run_1/drive_strength.png
Scale: 6 px per µm.
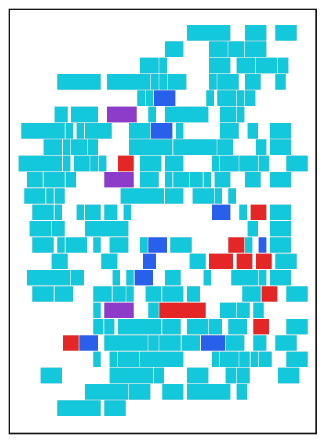
run_1/port_nets.png
Scale: 6 px per µm.
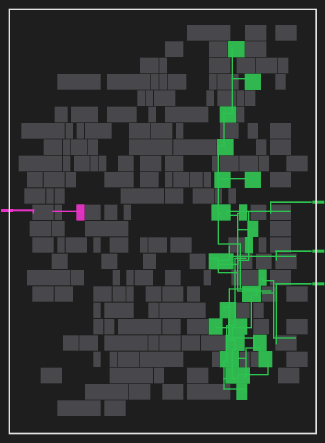
run_1/met1.png
Scale: 8 px per µm. Supply wires on this layer in gray. Cells faint in the background.
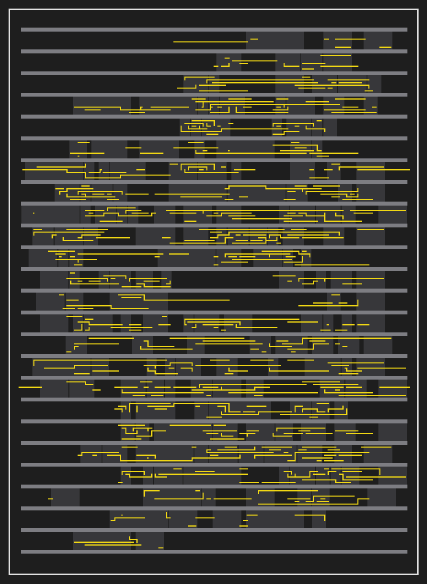
run_1/final_placement.png
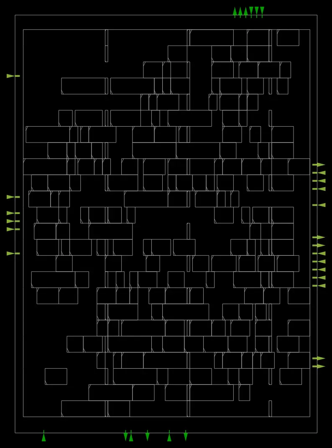
### config.mk
export PLATFORM = sky130hd
export DESIGN_NAME = dff_univ_shift_reg
export DESIGN_NICKNAME = d
export VERILOG_FILES = /design/src/rtl/dff_univ_shift_reg.sv
export SDC_FILE = /design/constraint.sdc
export NUM_CORES = 1
export LEC_CHECK = 0
export CORE_ASPECT_RATIO = 1.4
export CORE_MARGIN = 1
export CORE_UTILIZATION = 40
export DETAILED_ROUTE_END_ITERATION = 12
export PLACE_DENSITY = 0.67
export SYNTH_ARGS = -nofsm -noshare
export SYNTH_HDL_FRONTEND = slang
export SYNTH_SLANG_ARGS = --single-unit
### constraint.sdc
create_clock -name clk -period 2.7 [get_ports clk]
set_clock_uncertainty 0.15 [all_clocks]
set_input_delay 0.675 -clock clk [delete_from_list [all_inputs] [get_ports clk]]
set_output_delay 0.675 -clock clk [all_outputs]
set_load 0.02 [all_outputs]
### src/rtl/dff_univ_shift_reg.sv
// Universal WIDTH-bit shift register: direct load/preset/clear/shift/rotate ops
// plus an autonomous burst-shift engine driven by a single start pulse.
module dff_univ_shift_reg #(
    parameter int unsigned        WIDTH     = 8,
    parameter logic [WIDTH-1:0]   RESET_VAL = '0,
    localparam int unsigned       CNT_W     = $clog2(WIDTH + 1)
) (
    input  logic             clk,
    input  logic             rst_n,
    input  logic             en,
    input  logic [2:0]       mode,
    input  logic [WIDTH-1:0] d,
    input  logic             sin,
    input  logic             start,
    input  logic             dir,
    input  logic [CNT_W-1:0] count,
    output logic [WIDTH-1:0] q,
    output logic             sout,
    output logic             busy,
    output logic             done
);

    localparam logic [2:0] MODE_HOLD   = 3'b000;
    localparam logic [2:0] MODE_LOAD   = 3'b001;
    localparam logic [2:0] MODE_SHL    = 3'b010;
    localparam logic [2:0] MODE_SHR    = 3'b011;
    localparam logic [2:0] MODE_ROTL   = 3'b100;
    localparam logic [2:0] MODE_ROTR   = 3'b101;
    localparam logic [2:0] MODE_PRESET = 3'b110;
    localparam logic [2:0] MODE_CLEAR  = 3'b111;

    typedef enum logic [1:0] {
        S_IDLE  = 2'd0,
        S_SHIFT = 2'd1,
        S_DONE  = 2'd2
    } state_t;

    state_t           state, state_next;
    logic [CNT_W-1:0] rem, rem_next;
    logic             dir_q, dir_next;
    logic [WIDTH-1:0] q_next;
    logic             sout_next;
    logic [CNT_W-1:0] sat_count;

    // Burst length clamped to the register width.
    assign sat_count = (count > CNT_W'(WIDTH)) ? CNT_W'(WIDTH) : count;

    // State, burst bookkeeping and registered outputs.
    always_ff @(posedge clk) begin
        if (!rst_n) begin
            state <= S_IDLE;
            rem   <= '0;
            dir_q <= 1'b0;
            q     <= RESET_VAL;
            sout  <= 1'b0;
            busy  <= 1'b0;
            done  <= 1'b0;
        end else begin
            state <= state_next;
            rem   <= rem_next;
            dir_q <= dir_next;
            q     <= q_next;
            sout  <= sout_next;
            busy  <= (state_next == S_SHIFT);
            done  <= (state_next == S_DONE);
        end
    end

    // Next-state, burst counter and datapath selection.
    always_comb begin
        state_next = state;
        rem_next   = rem;
        dir_next   = dir_q;
        q_next     = q;
        sout_next  = sout;

        unique case (state)
            S_IDLE: begin
                if (start) begin
                    // start pre-empts any direct op on this edge; no shift happens yet
                    dir_next   = dir;
                    rem_next   = sat_count;
                    state_next = (sat_count == '0) ? S_DONE : S_SHIFT;
                end else if (en) begin
                    unique case (mode)
                        MODE_HOLD: ;
                        MODE_LOAD: q_next = d;
                        MODE_SHL: begin
                            q_next    = {q[WIDTH-2:0], sin};
                            sout_next = q[WIDTH-1];
                        end
                        MODE_SHR: begin
                            q_next    = {sin, q[WIDTH-1:1]};
                            sout_next = q[0];
                        end
                        MODE_ROTL: begin
                            q_next    = {q[WIDTH-2:0], q[WIDTH-1]};
                            sout_next = q[WIDTH-1];
                        end
                        MODE_ROTR: begin
                            q_next    = {q[0], q[WIDTH-1:1]};
                            sout_next = q[0];
                        end
                        MODE_PRESET: q_next = '1;
                        MODE_CLEAR:  q_next = '0;
                        default: ;
                    endcase
                end
            end

            S_SHIFT: begin
                if (dir_q) begin
                    q_next    = {sin, q[WIDTH-1:1]};
                    sout_next = q[0];
                end else begin
                    q_next    = {q[WIDTH-2:0], sin};
                    sout_next = q[WIDTH-1];
                end
                rem_next = rem - CNT_W'(1);
                if (rem == CNT_W'(1)) begin
                    state_next = S_DONE;
                end
            end

            S_DONE: begin
                state_next = S_IDLE;
            end

            default: begin
                state_next = S_IDLE;
            end
        endcase
    end

endmodule
==> flow_metrics.tcl, run 1 <==
# flow metrics
set metrics [dict create \
    status "finished, final reports clean" \
    dieArea_um2 3586 \
    cts_root_buffer "clkbuf_8" \
    final.min_clock_period_ns 2.392 \
    layout_setup_ws_ns 0.3076 \
    seq_area_um2 360.3 \
    warning_count 27 \
    slew_viol_final 0 \
    crit_arrival_ns 2.40 \
    initCoreUtil_pct 42.46 \
    avgSynthCellArea_um2 8.114 \
    via_per_inst 5.695 \
    crit_chain "clkdlybuf4s50_1 -> inv_1 -> ha_1 -> inv_2 -> o21ai_0 -> buf_4 -> o31a_1 -> o32ai_1" \
    post-place-ws_ns 0.05712 \
    finalHoldViolations 0 \
    grt_max_degree 18 \
    tightestPinTransition_ns 0.5230 \
    synth_nets 189 \
    mostFrequentLayoutCells "clkdlybuf4s50_1 (31), dfxtp_1 (18), nand2_1 (17), inv_1 (13), a21oi_1 (12)" \
    postRouteAntennaNets 0 \
    yosys_cells 165 \
    max-vdd-ir-drop_v 0.0003039 \
    worstSkewPairLatency_ns 0.25 \
    layout-drive-gt1-share_pct 11.34 \
    cts-resized-gates 0 \
    syn_inst 165 \
    drc 0 \
    crit_path_start_kind "primary input" \
    tns_ns 0 \
    grt_pass1_wl_um 5975 \
    dieWidth_um 50.90 \
    synthArstFlopShare_pct 0 \
    relSlewSlack_pct 65.09 \
    clockBufferDepth 2 \
    synth.distinct_cells 53 \
    hold_buffers 0 \
    cp-end-kind "flop" \
    cts.sinks 18 \
    cp_top_family "buffers and inverters" \
    top_area_cell "dfxtp_1" \
    first_pass_iters 4 \
    rsz0062_at_grt "no" \
    antenna_found_initial 0 \
]
-- drive_strength.png (at the start) --
legend:
  drive 3 to 4:
    color: red
    cells: 10
  drive 6 and up:
    color: purple
    cells: 3
  drive 1 or less:
    color: cyan
    cells: 172
  drive 2:
    color: blue
    cells: 9

-- port_nets.png (at the start) --
legend:
  dir:
    color: magenta
    direction: input
    edge: west
    end_cells: 1
    wire: 9.40 µm
  mode:
    color: green
    direction: input
    edge: east
    end_cells: 23
    wire: 265 µm
IO Port Bufs: 31
I/O pin count: 32

-- met1.png (at the start) --
share of all routed wire: 43%
wire length on this layer: 1,490 µm
main direction: horizontal
longest straight run: 22.1 µm
nets with wire on the layer: 193
met1 GRT Util: 24.47%
vias: 1,327

-- final_placement.png (at the start) --
fillers: 294
n_taps: 39
FP Rows: 24
sequential portion of the cell area: 21.18%

==> run 1: final cells by class <==
| cell class | count | share of cell area [%] |
|---|---|---|
| Multi-Input combinational cell | 120 | 48.68 |
| Timing Repair Buffer | 39 | 21.76 |
| Sequential cell | 18 | 21.18 |
| Inverter | 14 | 3.088 |
| Tap cell | 39 | 2.868 |
| Clock buffer | 3 | 2.426 |
==> run 1: Yosys cell counts (all sizes together), types with 2 or more instances <==
| cell type | count |
|---|---|
| a21oi | 12 |
| nand3 | 2 |
| nand2 | 17 |
| nor2 | 11 |
| ha | 3 |
| nor2b | 4 |
| o21ai | 5 |
| buf | 9 |
| nand2b | 2 |
| or2 | 2 |
| inv | 14 |
| a31oi | 3 |
| o21bai | 2 |
| a41oi | 2 |
| nand3b | 2 |
| o32ai | 6 |
| dfxtp | 18 |
| o211a | 6 |
| mux2i | 2 |
| and3b | 2 |
| a21boi | 9 |
| nor3b | 2 |
| o311a | 2 |
| o31a | 6 |
| clkbuf | 4 |
==> run 1: worst paths after layout <==
kind         slack, ns      to     start  cells past startpoint
max               0.31    q[1]   mode[2]                      8
min               0.35  rem[2]    rem[2]                      2
max reg2reg       0.74    q[1]  state[0]                      5
min reg2reg       0.35  rem[2]    rem[2]                      2
==> run 1: logic make-up (layout without fill, tap and decap cells) <==
| logic type | count (synthesis) | count (layout) | synth area share, % |
|---|---|---|---|
| AND-OR/OR-AND | 62 | 62 | 36.08 |
| flip-flops | 18 | 18 | 26.92 |
| multiplexers | 3 | 3 | 2.336 |
| adder cells (fa/ha/maj) | 3 | 3 | 2.804 |
| buffers and inverters | 27 | 56 | 11.21 |
| XOR/XNOR | 1 | 1 | 0.6543 |
| AND/OR/NAND/NOR | 51 | 51 | 20.00 |
==> run 1: state kept, by name (all words and copies together) (netlist names) <==
signal and count:
q 8, rem 4, state 2, busy 1, dir_q 1, done 1, sout 1
==> run 1: metrics by stage <==
step,std cells,total power (µW),hold slack [ns]
final,233,810.2,0.3519
after global routing,233,857.7,0.3892
after CTS,233,816.3,0.3575
after detailed placement,230,629.5,0.3481
after global placement,230,621.5,0.3428
after floorplan,165,522.7,0.3181
==> run 1: tightest hold or removal path, cell delays in order, from the launching register on <==
cell	delay, ns
dfxtp_1	0.33
nand3_1	0.07
a21boi_1	0.05
==> run 1: where the power goes <==
| group | internal, µW | total [µW] | switching (µW) |
|---|---|---|---|
| Clock | 99.2 | 186 | 87.0 |
| Sequential | 294 | 333 | 39.6 |
| Combinational | 150 | 291 | 140 |
==> run 1: per-layer routing <==
layer | wire length (µm) | vias to the layer above | GRT usage, %
li1 | - | 668 | -
met1 | 1488 | 626 | 24.47
met2 | 1850 | 29 | 39.56
met3 | 105 | 4 | 1.743
met4 | 36 | 0 | 7.716
met5 | 0 | - | 0
==> run 2, diff against run 1 <==
- CORE_UTILIZATION: 40 -> 48
- PLACE_DENSITY: 0.67 -> 0.78
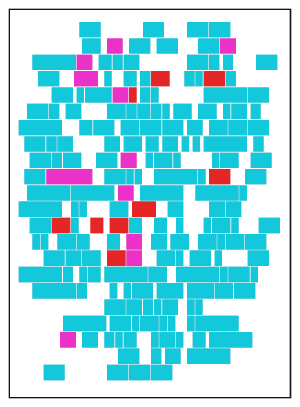
run_2/drive_strength.png
Scale: 6 px per µm.
legend:
  drive 1 or less:
    color: cyan
    cells: 172
  drive 3 to 4:
    color: magenta
    cells: 11
  drive 2:
    color: red
    cells: 9

==> run 2 against run 1 <==
Against the previous run:
- maximum frequency fell by 1.2%
- final area fell by 2.2%
- sequential power hardly changed
- highest routed layer unchanged
- non-clock buffer count decreased by 2
==> flow_metrics.tcl, run 2 <==
# flow metrics
set metrics [dict create \
    worstSkewPairLatency_ns 0.28 \
    cts-resized-gates 0 \
    status "finished, final reports clean" \
    syn_inst 165 \
    layout-drive-gt1-share_pct 10.42 \
    flop_cell "dfxtp_1" \
    crit_arrival_ns 2.46 \
    first_pass_iters 4 \
    grt_pass1_wl_um 5506 \
    post-place-ws_ns -0.008416 \
    drc 0 \
    switching_share_pct 34.36 \
    top_register "q" \
    slew_viol_final 0 \
    initCoreUtil_pct 50.66 \
    postRouteAntennaNets 0 \
    cp-end-kind "flop" \
    via_per_inst 5.798 \
    warning_count 27 \
    top_cell "dfxtp_1" \
    layout_setup_ws_ns 0.2781 \
    synth_nets 189 \
    antenna_found_initial 0 \
    finalHoldViolations 0 \
    largest_register_ffs 8 \
    grt_max_degree 19 \
    max-vdd-ir-drop_v 0.0003585 \
    synthArstFlopShare_pct 0 \
    clockPowerShare_pct 17.2 \
    common_cells "dfxtp_1 (18), nand2_1 (17), inv_1 (13), a21oi_1 (12), nor2_1 (11)" \
    io_pins 32 \
    final.min_clock_period_ns 2.422 \
    yosys_cells 165 \
    synth.distinct_cells 53 \
    holdCritPathClass "flop to flop" \
    cts_root_buffer "clkbuf_4" \
    dieWidth_um 46.64 \
    vias 1322 \
    fp-row-count 22 \
    cts.sinks 18 \
    comb_power_share_pct 38.6 \
    tightestPinTransition_ns 0.7061 \
    rsz0062_at_grt "no" \
    clockBufferDepth 2 \
    avgSynthCellArea_um2 8.114 \
    crit_chain "clkdlybuf4s50_1 -> inv_1 -> ha_1 -> inv_2 -> o21ai_0 -> o31a_1 -> o32ai_1" \
    cp_data_required_time_ns 2.73 \
    tns_ns 0 \
]
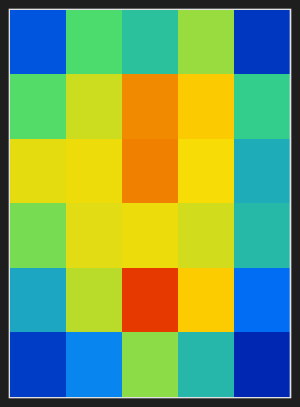
run_2/density.png
Scale: 6 px per µm. 5 x 6 tiles, from dark blue (low) to red (high), 0 to 100% covered.
tiles over 75% full: 17%
densest ninth of the die: center
mean over tiles: 54%
fullest tile: 94%

run 2: cell counts after synthesis:
Identical to the previous run, type by type.
run 2: path summary, 6_finish.rpt:
path	cells after the start	to	slack, ns	start
worst max-delay path	7	q[3]	0.28	mode[2]
worst min-delay path	2	rem[2]	0.36	rem[2]
worst max register to register	4	q[3]	0.75	state[1]
worst min register to register	2	rem[2]	0.36	rem[2]
run 2: per-layer routing:
layer	vias up	global-route usage, %	part of all wire [%]
met3	4	2.228	3.5
met4	0	6.786	1.1
li1	662	-	-
met1	618	31.83	44
met5	-	0	0
met2	38	39.58	51
run 2: power by group through the flow:
| stage | Sequential [µW] | Clock (µW) | Combinational (µW) |
|---|---|---|---|
| after global routing | 337 | 146 | 315 |
| after CTS | 331 | 133 | 289 |
| after detailed placement | 337 | 0 | 288 |
| final | 332 | 129 | 290 |
| after floorplan | 342 | 0 | 181 |
| after global placement | 336 | 0 | 279 |
run 2: kinds of logic (layout without fill, tap and decap cells):
family	after synthesis	in the layout	synth area share, %
AOI/OAI and AO/OA	62	62	36.08
xor gates and xnor gates	1	1	0.6543
adders and majority gates	3	3	2.804
buffers and inverters	27	54	11.21
DFF	18	18	26.92
muxes	3	3	2.336
and+or+nand+nor	51	51	20.00
run 2: critical path, delay by kind of cell:
| kind | cells | cell delay [ns] |
|---|---|---|
| adders and majority gates | 1 | 0.20 |
| AOI/OAI and AO/OA | 3 | 0.93 |
| buffers and inverters | 3 | 0.65 |
run 2: cell type report:
| class | count | area, µm² |
|---|---|---|
| clock buffer | 3 | 22.52 |
| fill | 252 | 978.4 |
| inverter | 14 | 52.55 |
| multi-input combinational | 120 | 828.3 |
| sequential | 18 | 360.3 |
| tap | 36 | 45.04 |
| timing repair buffer | 37 | 355.3 |
run 2: through the flow:
step	power, µW	cell area (µm²)	utilization, %	cells	hold WS [ns]
after floorplan	522.7	1339	-	165	0.3181
after global placement	615.8	1642	62.12	225	0.3409
after detailed placement	625.1	1642	62.12	225	0.3440
after CTS	753.3	1664	62.97	228	0.3585
after global routing	798.0	1664	62.97	228	0.3763
final	751.3	1664	62.97	228	0.3577
Power and IR drop assume default switching activity.
